--- src/rtl/instr_prefetch_queue.sv ---
// Instruction prefetch queue: buffers fetched words with their PC and presents the
// head word to the decoder split into opcode/operand fields.
module instr_prefetch_queue #(
    parameter int DATA_W = 8,
    parameter int OPC_W  = 3,
    parameter int ADDR_W = 5,
    parameter int DEPTH  = 4
) (
    input  logic                       clk,
    input  logic                       reset,
    input  logic                       flush,
    input  logic                       in_valid,
    output logic                       in_ready,
    input  logic [DATA_W-1:0]          in_data,
    input  logic [ADDR_W-1:0]          in_pc,
    output logic                       out_valid,
    input  logic                       out_ready,
    output logic [OPC_W-1:0]           opcode,
    output logic [DATA_W-OPC_W-1:0]    operand,
    output logic [ADDR_W-1:0]          out_pc,
    output logic [$clog2(DEPTH+1)-1:0] count
);

    localparam int PTR_W = $clog2(DEPTH);
    localparam int CNT_W = $clog2(DEPTH + 1);

    logic [DATA_W-1:0] data_mem [DEPTH];
    logic [ADDR_W-1:0] pc_mem   [DEPTH];
    logic [PTR_W-1:0]  wr_ptr;
    logic [PTR_W-1:0]  rd_ptr;
    logic              push;
    logic              pop;
    logic [DATA_W-1:0] head_word;

    // Refusing pushes while full (even with a pop) keeps in_ready independent of out_ready.
    assign in_ready  = (count != CNT_W'(DEPTH));
    assign out_valid = (count != '0);
    assign push      = in_valid && in_ready;
    assign pop       = out_valid && out_ready;

    assign head_word = out_valid ? data_mem[rd_ptr] : '0;
    assign opcode    = head_word[DATA_W-1 -: OPC_W];
    assign operand   = head_word[DATA_W-OPC_W-1:0];
    assign out_pc    = out_valid ? pc_mem[rd_ptr] : '0;

    always_ff @(posedge clk or posedge reset) begin
        if (reset) begin
            for (int i = 0; i < DEPTH; i++) begin
                data_mem[i] <= '0;
                pc_mem[i]   <= '0;
            end
        end else if (push && !flush) begin
            data_mem[wr_ptr] <= in_data;
            pc_mem[wr_ptr]   <= in_pc;
        end
    end

    // Flush outranks any same-cycle push or pop; pointers wrap via natural overflow.
    always_ff @(posedge clk or posedge reset) begin
        if (reset) begin
            wr_ptr <= '0;
            rd_ptr <= '0;
            count  <= '0;
        end else if (flush) begin
            wr_ptr <= '0;
            rd_ptr <= '0;
            count  <= '0;
        end else begin
            if (push) begin
                wr_ptr <= wr_ptr + PTR_W'(1);
            end
            if (pop) begin
                rd_ptr <= rd_ptr + PTR_W'(1);
            end
            case ({push, pop})
                2'b10:   count <= count + CNT_W'(1);
                2'b01:   count <= count - CNT_W'(1);
                default: count <= count;
            endcase
        end
    end

endmodule

--- config.mk ---
export PLATFORM = sky130hd
export DESIGN_NAME = instr_prefetch_queue
export DESIGN_NICKNAME = d
export VERILOG_FILES = /design/src/rtl/instr_prefetch_queue.sv
export SDC_FILE = /design/constraint.sdc
export NUM_CORES = 1
export LEC_CHECK = 0
export CORE_MARGIN = 2
export CORE_UTILIZATION = 61
export CTS_BUF_LIST = sky130_fd_sc_hd__clkbuf_4
export DETAILED_ROUTE_END_ITERATION = 6
export PLACE_DENSITY = 0.86
export REMOVE_ABC_BUFFERS = 1
export SYNTH_ARGS = -nofsm -noshare
export SYNTH_HDL_FRONTEND = slang
export SYNTH_SLANG_ARGS = --single-unit
--- constraint.sdc ---
create_clock -name clk -period 3.4 [get_ports clk]
set_input_delay 0.68 -clock clk [delete_from_list [all_inputs] [get_ports clk]]
set_output_delay 0.68 -clock clk [all_outputs]
set_load 0.01 [all_outputs]
==> results_dict.tcl <==
# yosys + openroad results
set metrics [dict create \
    cpPeakStageDelay_ns 0.68 \
    drtIter0Drc 91 \
    vias_per_cell 5.71 \
    htree_levels 3 \
    root_buffer "clkbuf_4" \
    common_cells "dfrtp_1, mux2_4, and2_1, mux4_2, mux2_2" \
    async_reset_ff_share_pct 100 \
    netlist_area_mm2 0.00308 \
    regArea_mm2 0.00148 \
    fin_skew_ns 0.0125 \
    drtAntennaViolNets 0 \
    seq_power_share_pct 45.2 \
    top_level_ports 36 \
    powerSeq_uw 1090 \
    synth_top_flop_cell "dfrtp_1" \
    status "complete, no violations" \
    cts_buffer_depth 2 \
    topRoutingLayerUsed "met4" \
    clkTransAtPathRegs_ns 0.10 \
    switching_share_pct 28.1 \
    drt-total-wl_um 5490 \
    core_mm2 0.00479 \
    peakVddDrop_v 0.000420 \
    hold_class "reg2reg" \
    critical_path_class "reg2out" \
    synthToLayoutAreaGrowth_pct 15.7 \
    dieWidth_um 75.1 \
    antenna_found_initial 0 \
    dp_slack_ns 0.717 \
    lay_top_cells "dfrtp_1, mux2_4, clkdlybuf4s50_1, mux4_2, and2_1" \
    path_cells "or3_2 > and2_1 > clkdlybuf4s50_1" \
    syn_inst 203 \
    cpMaxStageDelayCell "or3_2" \
    path_buffers 1 \
    relSlewSlack_pct 55.9 \
    synth.most_common_cell "dfrtp_1" \
    synthDistinctLibCells 34 \
    inverters 3 \
]
==> images/m1.png <==
Drawn at 4 px/um.
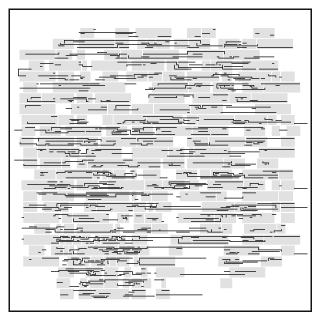
- share of all routed wire: 46%
- longest straight run: 34.0 um
- wire length on this layer: 2,530 um

==> images/m2.png <==
Drawn at 6 px/um.
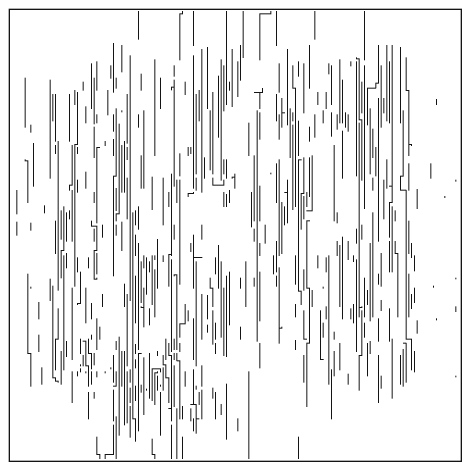
- share of all routed wire: 48%
- longest straight run: 40.8 um
- main direction: vertical

==> images/m3.png <==
Drawn at 4 px/um.
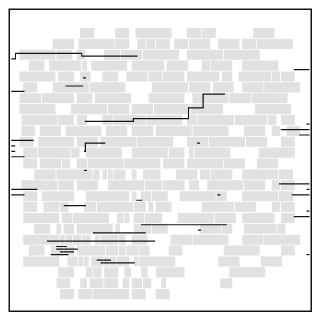
- longest straight run: 26.7 um
- wire length on this layer: 232 um
- share of all routed wire: 4.2%

==> images/congestion_map.png <==
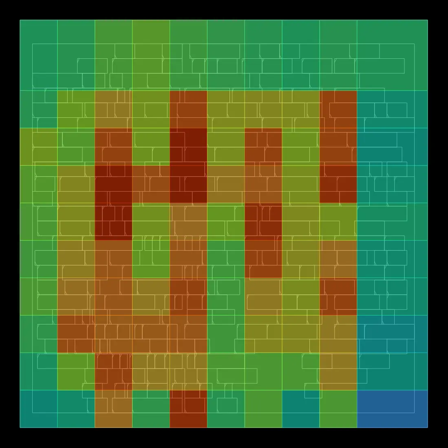
global routing usage on met3: 5.76%
met2 usage in global routing: 33.4%
met1 Use GR: 31.9%
total track usage: 22.7%

